--- src/rtl/multi_mod_pkg.sv ---
// ============================================================================
// multi_mod_pkg : shared defaults and helpers for the multi-rate tick generator
// Rev 1.0
// ============================================================================
`default_nettype none

package multi_mod_pkg;

  localparam int N_CH_DEF       = 4;
  localparam int DW_DEF         = 8;
  localparam int MAX_CYCLES_DEF = 100;

  localparam int CW = $clog2(MAX_CYCLES_DEF);
  localparam int SW = (N_CH_DEF > 1) ? $clog2(N_CH_DEF) : 1;

  typedef logic [DW_DEF-1:0] div_t;

  // Compared one bit wider than the counter so cnt+1 cannot alias to zero
  function automatic logic is_match(input logic [31:0] cnt, input logic [31:0] div);
    logic [32:0] inc;
    inc = {1'b0, cnt} + 33'd1;
    return inc == {1'b0, div};
  endfunction

endpackage

`default_nettype wire

--- src/rtl/mod_chan.sv ---
// ============================================================================
// mod_chan : one modulo channel -- divisor, phase counter and registered tick
// Rev 1.0
// ============================================================================
`default_nettype none

module mod_chan
  import multi_mod_pkg::*;
#(
  parameter int          DW       = DW_DEF,
  parameter logic [DW-1:0] DIV_INIT = '0
) (
  input  logic          clk,
  input  logic          resetn,
  input  logic          step,
  input  logic          restart,
  input  logic          wr,
  input  logic [DW-1:0] wdata,
  output logic          hit,
  output logic          hit_nxt,
  output logic          enabled
);

  logic [DW-1:0] div, div_d;
  logic [DW-1:0] cnt, cnt_d;
  logic          hit_d;
  logic          live;
  logic          match;

  assign live  = (div != '0);
  assign match = is_match(32'(cnt), 32'(div));

  // A divisor write wins over every other update for this channel
  always_comb begin
    div_d = div;
    cnt_d = cnt;
    hit_d = 1'b0;
    if (wr) begin
      div_d = wdata;
      cnt_d = '0;
    end else if (restart) begin
      cnt_d = '0;
      hit_d = live;
    end else if (step && live) begin
      hit_d = match;
      cnt_d = match ? '0 : cnt + 1'b1;
    end else if (step) begin
      cnt_d = '0;
    end
  end

  always_ff @(posedge clk or negedge resetn) begin
    if (!resetn) begin
      div <= DIV_INIT;
      cnt <= '0;
      hit <= (DIV_INIT != '0);
    end else begin
      div <= div_d;
      cnt <= cnt_d;
      hit <= hit_d;
    end
  end

  // Next-state view lets the top register its reductions alongside hit
  assign hit_nxt = hit_d;
  assign enabled = (div_d != '0);

endmodule

`default_nettype wire

--- src/rtl/multi_mod_ticker.sv ---
// ============================================================================
// multi_mod_ticker : N_CH programmable modulo tick generator with run control
// Rev 1.0
// ============================================================================
`default_nettype none

module multi_mod_ticker
  import multi_mod_pkg::*;
#(
  parameter int                 N_CH       = N_CH_DEF,
  parameter int                 DW         = DW_DEF,
  parameter int                 MAX_CYCLES = MAX_CYCLES_DEF,
  // Channel 0 occupies the least significant DW bits
  parameter logic [N_CH*DW-1:0] DIV_INIT   = {8'd15, 8'd7, 8'd5, 8'd3}
) (
  input  logic                                     clk,
  input  logic                                     resetn,
  input  logic                                     en,
  input  logic                                     clr,
  input  logic                                     div_we,
  input  logic [((N_CH > 1) ? $clog2(N_CH) : 1)-1:0] div_sel,
  input  logic [DW-1:0]                            div_wdata,
  output logic [N_CH-1:0]                          hit,
  output logic                                     all_hit,
  output logic                                     any_hit,
  output logic [$clog2(MAX_CYCLES)-1:0]            cycle_cnt,
  output logic                                     done
);

  localparam int SEL_W = (N_CH > 1) ? $clog2(N_CH) : 1;
  localparam int CNT_W = $clog2(MAX_CYCLES);

  function automatic logic [N_CH-1:0] init_mask();
    logic [N_CH-1:0] m;
    for (int i = 0; i < N_CH; i++) m[i] = (DIV_INIT[i*DW +: DW] != '0);
    return m;
  endfunction

  localparam logic [N_CH-1:0] INIT_MASK = init_mask();

  logic             wrap;
  logic             restart;
  logic [N_CH-1:0]  hit_nxt;
  logic [N_CH-1:0]  en_nxt;
  logic [CNT_W-1:0] cycle_d;
  logic             done_d;
  logic             all_d;
  logic             any_d;

  assign wrap    = en && (cycle_cnt == CNT_W'(MAX_CYCLES - 1));
  assign restart = clr || wrap;

  for (genvar i = 0; i < N_CH; i++) begin : g_chan
    mod_chan #(
      .DW       (DW),
      .DIV_INIT (DIV_INIT[i*DW +: DW])
    ) u_chan (
      .clk     (clk),
      .resetn  (resetn),
      .step    (en),
      .restart (restart),
      .wr      (div_we && (div_sel == SEL_W'(i))),
      .wdata   (div_wdata),
      .hit     (hit[i]),
      .hit_nxt (hit_nxt[i]),
      .enabled (en_nxt[i])
    );
  end

  always_comb begin
    cycle_d = cycle_cnt;
    if (restart)  cycle_d = '0;
    else if (en)  cycle_d = cycle_cnt + 1'b1;
    done_d = wrap && !clr;
    any_d  = |hit_nxt;
    all_d  = (|en_nxt) && (&(hit_nxt | ~en_nxt));
  end

  always_ff @(posedge clk or negedge resetn) begin
    if (!resetn) begin
      cycle_cnt <= '0;
      done      <= 1'b0;
      any_hit   <= |INIT_MASK;
      all_hit   <= |INIT_MASK;
    end else begin
      cycle_cnt <= cycle_d;
      done      <= done_d;
      any_hit   <= any_d;
      all_hit   <= all_d;
    end
  end

endmodule

`default_nettype wire

--- config.mk ---
export PLATFORM = sky130hd
export DESIGN_NAME = multi_mod_ticker
export DESIGN_NICKNAME = d
export VERILOG_FILES = /design/src/rtl/multi_mod_pkg.sv /design/src/rtl/mod_chan.sv /design/src/rtl/multi_mod_ticker.sv
export SDC_FILE = /design/constraint.sdc
export NUM_CORES = 1
export LEC_CHECK = 0
export ABC_CLOCK_PERIOD_IN_PS = 2500
export CORE_MARGIN = 2
export CORE_UTILIZATION = 29
export DETAILED_ROUTE_END_ITERATION = 12
export HOLD_SLACK_MARGIN = 0.02
export PLACE_DENSITY = 0.55
export RECOVER_POWER = 50
export SETUP_SLACK_MARGIN = 0.3
export SLEW_MARGIN = 20
export SYNTH_ARGS = -nofsm -noshare
export SYNTH_HDL_FRONTEND = slang
export SYNTH_HIERARCHICAL = 1
export SYNTH_SLANG_ARGS = --single-unit
--- constraint.sdc ---
create_clock -name clk -period 2.5 [get_ports clk]
set_input_delay 0.5 -clock clk [delete_from_list [all_inputs] [get_ports clk]]
set_output_delay 0.5 -clock clk [all_outputs]
set_load 0.01 [all_outputs]
Run 1, the metal 4 layer:
The bar under the picture is 50 um long.
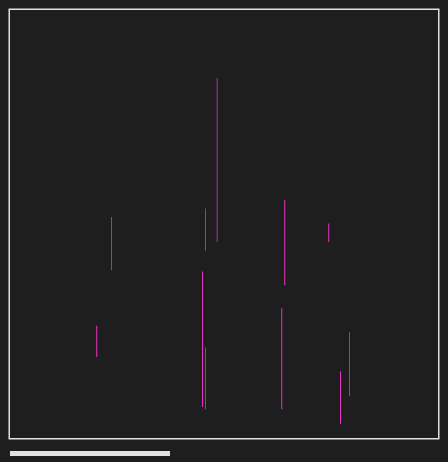
longest straight run: 51.0 um
share of all routed wire: 1.9%
wire length on this layer: 250 um
main direction: vertical
nets with wire on the layer: 8
routed via count: 4196
Routed WL: 12930 um

Run 1, clock routing:
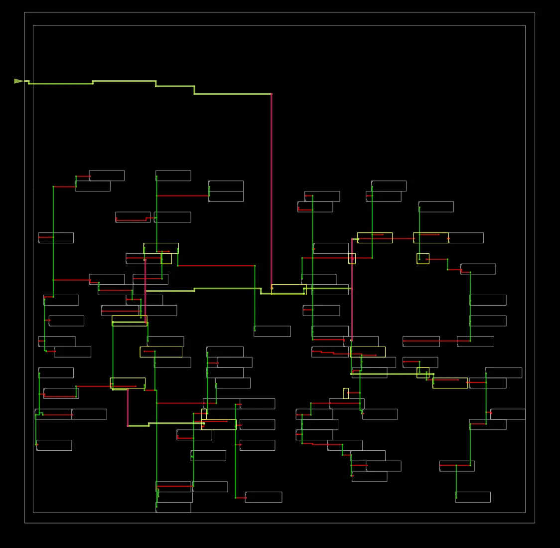
clock group total power: 1.30 mW
TritonCTS Buffers: 9
flop count: 78
clk latency late pin: 340 ps
Fin Clk Skew: 8.176 ps

==> flow_metrics.tcl, run 1 <==
# collected from the flow reports
set metrics [dict create \
    finalSetupViolations 0 \
    swShare 0.2888 \
    filler_cell_count 1600 \
    stdcell_area_sq_mm 0.006529 \
    synth.most_common_cell "dfrtp_1" \
    period_used_share 0.8731 \
    hp-start "g_chan[2].u_chan/cnt[1]" \
    max-cap-violations 1 \
    seq_area_sq_mm 0.001987 \
    overflow 0 \
    seqPwrFrac 0.437 \
    path_cells "ha_4 > nand3_2 > buf_4 > or3_4 > a221oi_4 > a21oi_2 > nor2b_2 > o22ai_1 > nor3_1" \
    ys.flop_type "dfrtp_1" \
    yosys_warnings 6 \
    grt_pass1_wl_um 21290 \
    r2r_slack_ps 320 \
    seq_area_frac_synth 0.4025 \
    regToRegEndpoint "all_hit" \
    die_y_um 134.0 \
    hp-class "flip-flop to flip-flop" \
    fp_util 0.2967 \
    layout_top_cells "buf_4 (66), dfrtp_1 (50), nand2_1 (40), mux2_2 (24), clkdlybuf4s50_1 (24)" \
    ys_ff 78 \
    min_path_cells 1 \
    max_clock_freq_ghz 0.4582 \
    arrival_ps 2440 \
    min_to "g_chan[2].u_chan/cnt[1]" \
    p_comb_frac 0.200 \
    grt_max_degree 68 \
    openroad.warnings 28 \
    die_x_um 134.0 \
    placed_cell_area_sq_mm 0.005660 \
    dr.pass1.iters 4 \
    hold_violations 0 \
    switchingPower_mw 1.034 \
    rsz0062_at_grt "yes" \
    synth_area_leader_cell "dfrtp_1" \
    root_buffer "clkbuf_16" \
    worstMarginPinSlew_ps 1642 \
    cpPeakStageDelay_ps 400 \
    syn2layout_area_growth_pct 33.18 \
    nets 598 \
    p_int_mw 2.546 \
    min_period_ps 2183 \
    clkSinkCount 78 \
    hpwl_um 8754 \
    gp_congestion 0.8451 \
    htreeDepth 3 \
    drt-vias-per-instance 5.225 \
    worstSetupPathType "flip-flop to flip-flop" \
    crit_family "simple AND/OR/NAND/NOR gates" \
    end_kind "flip-flop" \
    synthTopCellsByCount "dfrtp_1 (61), nand2_1 (40), mux2_2 (28), nor4_1 (21), xnor2_1 (21)" \
    final_util 0.3951 \
    p_per_area_mw_per_mm2 548.2 \
    final_layout_size_suffix_gt1_frac 0.3808 \
    rows 47 \
    violations "max-capacitance violations, max-slew violations" \
    path_max_fanout 6 \
    p_leak_nw 2.691 \
    antenna_found_initial 0 \
    yosysCellCount 487 \
    whs_ps 554.6 \
    r2r_start "g_chan[3].u_chan/cnt[1]" \
    ff2ff_path_depth 9 \
    wire_per_inst_um 16.10 \
    syn_inst 487 \
    ir_drop_mv 0.3392 \
    ant_nets 0 \
    io_pins 29 \
    grt_use_total 0.1477 \
    ys_types 52 \
    logic_area_sq_mm 0.003067 \
    dieArea_sq_mm 0.01796 \
    first_iter_violations 154 \
    synth.top_cell.area_share 0.3114 \
    fp_nets 507 \
    syn_area_sq_mm 0.004902 \
    grt_pass1_vias 4229 \
    holdBufCountCts 0 \
    diodes 0 \
    clockBufferDepth 2 \
    drc 0 \
    edf_count 0 \
    critPathBufInv 1 \
    ys_chip_area_sq_mm 0.004902 \
    topCellsByArea "dfrtp_1 (31%), dfstp_2 (9.1%), mux2_2 (6.4%)" \
    cts_tree "yes" \
    core_sq_mm 0.01652 \
    required_ps 2760 \
    portBuffers 28 \
    slew_headroom -0.09438 \
    postLayoutSetupSlackWorst_ps 317.3 \
    async_flop_share 1.000 \
    cp-start-kind "flip-flop" \
    pre_cts_ws_ps -135.1 \
    mostFrequentLayoutCell "buf_4" \
    drv_slew 68 \
    cpMaxStageDelayCell "dfrtp_1" \
    clk_pin_slew_ps 60 \
    outcome "complete, but fails checks" \
    syn_avg_cell_area_sq_um 10.07 \
]
Run 1, ports around the boundary:
Pins as bars across the die edge, other pins in grey.
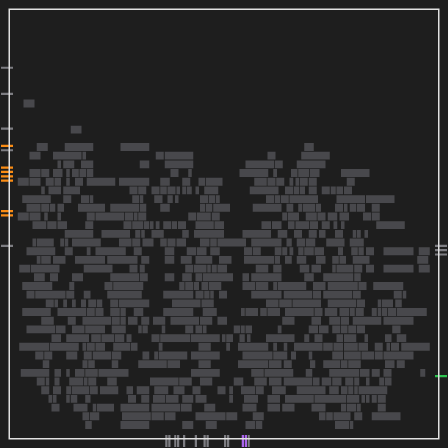
| port | colour | pins | direction | edge |
|---|---|---|---|---|
| div_sel | purple | 2 | input | bottom |
| cycle_cnt | orange | 7 | output | left |
| resetn | green | 1 | input | right |

Run 1, routed clock nets over the placement:
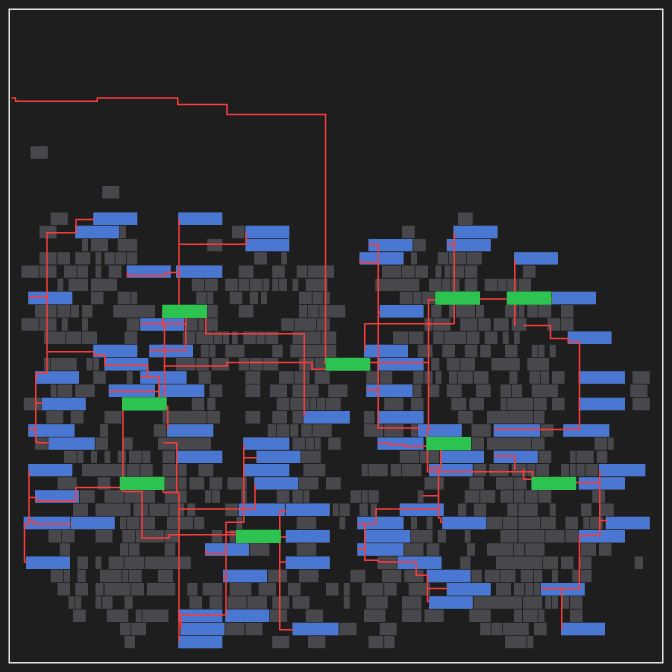
[cells driving clock nets] green | count: 9
[flip-flops] blue | count: 78
[clock wires] red | length: 1130 um
routed clock nets: 10
Clk pwr share: 0.363

[run 1: cell families (layout without fill, tap and decap cells)]
| logic type | Yosys count | count (layout) | synth area share |
|---|---|---|---|
| muxes | 29 | 29 | 0.06636 |
| adders and majority gates | 5 | 5 | 0.01276 |
| buffers and inverters | 37 | 131 | 0.04977 |
| AOI/OAI and AO/OA | 103 | 104 | 0.1651 |
| and+or+nand+nor | 195 | 196 | 0.2320 |
| xor gates and xnor gates | 40 | 40 | 0.07147 |
| DFF | 78 | 78 | 0.4025 |
[run 1: area by class of cell]
cell class / count / share of cell area
sequential: 78 / 0.3043
clock buffer: 11 / 0.03565
multi-input combinational: 374 / 0.4697
timing repair buffer: 102 / 0.1315
clock inverter: 5 / 0.009199
tap: 220 / 0.04216
inverter: 13 / 0.007474
[run 1: registers in the layout, indices dropped and copies added (netlist names)]
name,flops
all_hit,1
g_chan.u_chan/cnt,32
done,1
g_chan.u_chan/div,32
g_chan.u_chan/hit,4
any_hit,1
cycle_cnt,7
[run 1: timing repair]
action	CTS	global route
endpoints found under the setup margin	11	30
gates cloned	1	1
endpoints found under the hold margin	0	0
pin swaps	6	24
setup buffers	10	16
gates resized	24	57
[run 1: how the worst max path moves through the flow]
stage,slack (ps),cells after the start,end,startpoint
3_5_place_dp,-140,7,all_hit,div_we
6_report,320,9,all_hit,g_chan[3].u_chan/cnt[1]
4_1_cts,270,8,any_hit,g_chan[0].u_chan/cnt[0]
2_1_floorplan,310,8,any_hit,g_chan[3].u_chan/cnt[0]
5_1_grt,230,9,all_hit,g_chan[3].u_chan/cnt[1]
3_3_place_gp,-110,8,all_hit,div_sel[0]
[run 1: metal layers]
| layer | track usage | vias up | part of all wire |
|---|---|---|---|
| met3 | 0.03704 | 25 | 0.036 |
| met5 | 0 | - | 0 |
| met2 | 0.2373 | 79 | 0.48 |
| met1 | 0.1928 | 2072 | 0.46 |
| met4 | 0.05497 | 0 | 0.019 |
| li1 | - | 2020 | - |
[run 1: power groups by stage]
stage          registers [mW]  clock network, mW  logic [mW]
2_1_floorplan            1.54                  0       0.384
3_3_place_gp             1.57                  0       0.605
3_5_place_dp             1.58                  0       0.620
4_1_cts                  1.55               1.34       0.659
5_1_grt                  1.58               1.39       0.790
6_report                 1.56               1.30       0.716
[run 1: worst reg2reg max path: stages (launching register included)]
cell and delay, ps:
dfrtp_1 400, ha_4 180, nand3_2 80, buf_4 170
or3_4 340, a221oi_4 340, a21oi_2 100, nor2b_2 210
o22ai_1 90, nor3_1 190
[run 1: per-stage QoR]
stage          total power, mW  std cells  setup TNS, ps
2_1_floorplan            1.921        487              0
3_3_place_gp             2.176        759         -125.8
3_5_place_dp             2.196        759         -186.7
4_1_cts                  3.557        786              0
5_1_grt                  3.767        803              0
6_report                 3.579        803              0
## Run 2: what changed since run 1
--- a/config.mk
+++ b/config.mk
@@ -8,6 +8,7 @@
 export ABC_CLOCK_PERIOD_IN_PS = 2500
 export CORE_MARGIN = 2
 export CORE_UTILIZATION = 29
+export CTS_BUF_LIST = sky130_fd_sc_hd__clkbuf_4
 export DETAILED_ROUTE_END_ITERATION = 12
 export HOLD_SLACK_MARGIN = 0.02
 export PLACE_DENSITY = 0.55
Run 2, sizing map:
The bar under the picture is 50 um long.
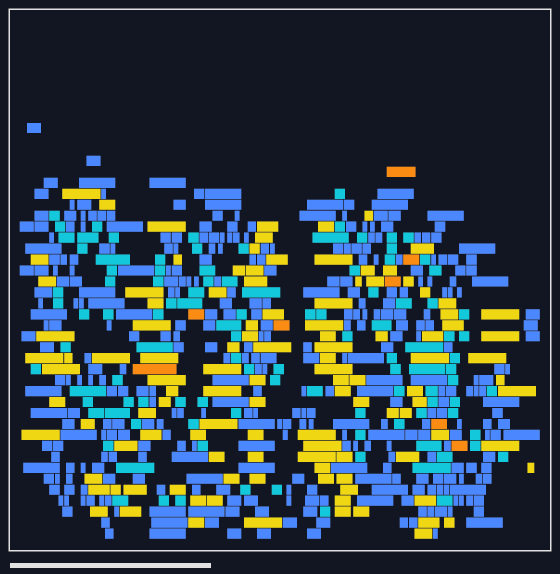
| size | colour | cells | share |
|---|---|---|---|
| drive 3 to 4 | cyan | 106 | 18% |
| drive 1 or less | blue | 357 | 61% |
| drive 2 | yellow | 113 | 19% |
| drive 6 and up | orange | 8 | 1.4% |
post-route cell area: 0.006390 sq mm
Area Growth Syn to Fin: 30.35%
PnR worst setup slack: 308.3 ps
non-clock buffer instance count of the final layout: 104

Run 2, clock routing:
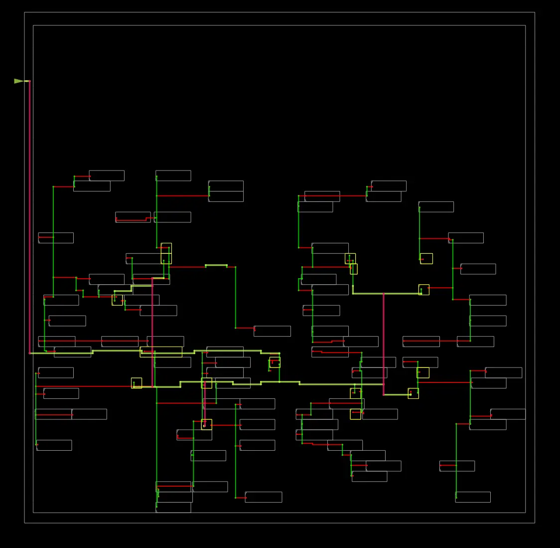
clk_buf instances: 11
clock group total power: 0.796 mW
Sink Count: 78

==> flow_metrics.tcl, run 2 <==
# collected from the flow reports
set metrics [dict create \
    min_period_ps 2192 \
    final_layout_size_suffix_gt1_frac 0.3887 \
    drc 0 \
    hpwl_um 8754 \
    hp-class "input pin to asynchronous set/reset pin" \
    dr.max_layer_used "met4" \
    hold_violations 0 \
    first_iter_violations 213 \
    reg_top3 "g_chan.u_chan/cnt: 32 flops, g_chan.u_chan/div: 32 flops, cycle_cnt: 7 flops" \
    cts_tree "yes" \
    dp.cells 759 \
    syn_avg_cell_area_sq_um 10.07 \
    required_ps 2880 \
    r2r_start "g_chan[0].u_chan/cnt[0]" \
    p_per_area_mw_per_mm2 480.3 \
    rows 47 \
    clk_latency_ps 450 \
    ir_drop_mv 0.2796 \
    end_kind "flip-flop" \
    worstMarginPinSlew_ps 1643 \
    max-cap-violations 1 \
    rsz0062_at_grt "yes" \
    finalSetupViolations 0 \
    holdBufCountCts 0 \
    drv_slew 68 \
    arrival_ps 2570 \
    swShare 0.3162 \
    clockBufferDepth 2 \
    topCellsByArea "dfrtp_1 (31%), dfstp_2 (9.1%), mux2_2 (6.4%)" \
    htreeDepth 3 \
    overflow 0 \
    root_buffer "clkbuf_4" \
    syn_inst 487 \
    io_pins 29 \
    die_y_um 134.0 \
    ys_types 52 \
    fp_nets 507 \
    wire_per_inst_um 15.79 \
    clockPowerShare 0.259 \
    violations "max-capacitance violations, max-slew violations" \
    vias 4164 \
    fp_util 0.2967 \
    max_clock_freq_ghz 0.4563 \
    grt_max_degree 68 \
    p_leak_nw 2.613 \
    worstSetupPathType "input pin to flip-flop" \
    nets 599 \
    synth.top_cell.area_share 0.3114 \
    cp-start-kind "input pin" \
    mostFrequentLayoutCell "buf_4" \
    met1_length_um 6082 \
    ys.flop_type "dfrtp_1" \
    wirelength_um 12760 \
    cts_inserted_buffers 9 \
    finalClockSkew_ps 17.45 \
    pre_cts_ws_ps -135.1 \
    portBuffers 28 \
    edf_count 0 \
    ys_ff 78 \
    yosysCellCount 487 \
    p_int_mw 2.099 \
    die_x_um 134.0 \
    drt-vias-per-instance 5.153 \
    core_sq_mm 0.01652 \
    outcome "complete, but fails checks" \
    clk_pin_slew_ps 120 \
    dieArea_sq_mm 0.01796 \
    switchingPower_mw 0.9706 \
    met2_length_um 5973 \
    openroad.warnings 28 \
    seqPwrFrac 0.508 \
    worstSetupStartpoint "div_we" \
    path_max_fanout 7 \
]
-- run 2: cell types whose count changed in the layout (fill, tap and decap cells not counted), sizes merged --
cell and change:
diode +4, clkdlybuf4s50 +3, buf +2, dlymetal6s2s -2, and3b -1, dlygate4sd2 -1
-- run 2: cell families after synthesis --
logic type	count (synthesis)	share of synthesized area
buf+inv	37	0.04977
simple gates	195	0.2320
xor+xnor	40	0.07147
compound gates	103	0.1651
mux	29	0.06636
fa+ha+maj	5	0.01276
flops	78	0.4025
-- run 2: worst max-delay path: stages --
cell	delay, ps
clkdlybuf4s50_1	510
nor3b_1	210
buf_4	190
buf_4	140
mux2_2	340
nor4_1	190
nand2_1	120
nor4_1	290
nor3_1	70
-- run 2: per-stage QoR --
step | TNS, ps | cell area (sq um) | power [mW] | hold WS [ps]
2_1_floorplan | 0 | 4942 | 1.921 | 204.4
3_3_place_gp | -125.8 | 5660 | 2.176 | 533.7
3_5_place_dp | -186.7 | 5660 | 2.196 | 538.9
4_1_cts | 0 | 6046 | 3.054 | 158.1
5_1_grt | 0 | 6390 | 3.254 | 595.5
6_report | 0 | 6390 | 3.069 | 470.6
-- run 2: per-layer routing --
metal  up-vias  GRT usage
met5         -          0
met4         0    0.05556
met3        29    0.03439
met2        72     0.2348
met1      2052     0.1933
li1       2011          -
-- run 2: cell type report --
type | instances | area, sq um
fillers | 1613 | 10130
multi-input cells | 373 | 3050
flip-flops and latches | 78 | 1989
repair buffers | 104 | 873.3
well taps | 220 | 275.3
clock buffers | 11 | 82.58
clock inverters | 5 | 60.06
inverters | 13 | 48.80
diodes | 4 | 10.01
-- run 2: power by group through the flow --
stage / clock network (mW) / logic (mW) / registers, mW
after floorplan: 0 / 0.384 / 1.54
after global placement: 0 / 0.605 / 1.57
after detailed placement: 0 / 0.620 / 1.58
after CTS: 0.838 / 0.665 / 1.55
after global routing: 0.885 / 0.788 / 1.58
final: 0.796 / 0.715 / 1.56
-- run 2: worst paths after layout --
| check | endpoint | slack [ps] | cells past startpoint |
|---|---|---|---|
| max in group asynchronous | g_chan[0].u_chan/cnt[2] | 950 | 1 |
| worst min-delay path | g_chan[0].u_chan/cnt[3] | 470 | 1 |
| worst max register to register | any_hit | 340 | 8 |
| min in group clk | cycle_cnt[0] | 580 | 2 |
| worst max-delay path | all_hit | 310 | 9 |
| worst min register to register | cycle_cnt[0] | 580 | 2 |
-- run 2: repair_timing --
action,4_1_cts,5_1_grt
gates resized,29,52
endpoints found under the hold margin,0,0
endpoints found under the setup margin,16,30
pin swaps,10,31
gates cloned,1,0
buffers inserted,14,14
Power figures rest on the tool's default switching activity, not on a simulated workload.
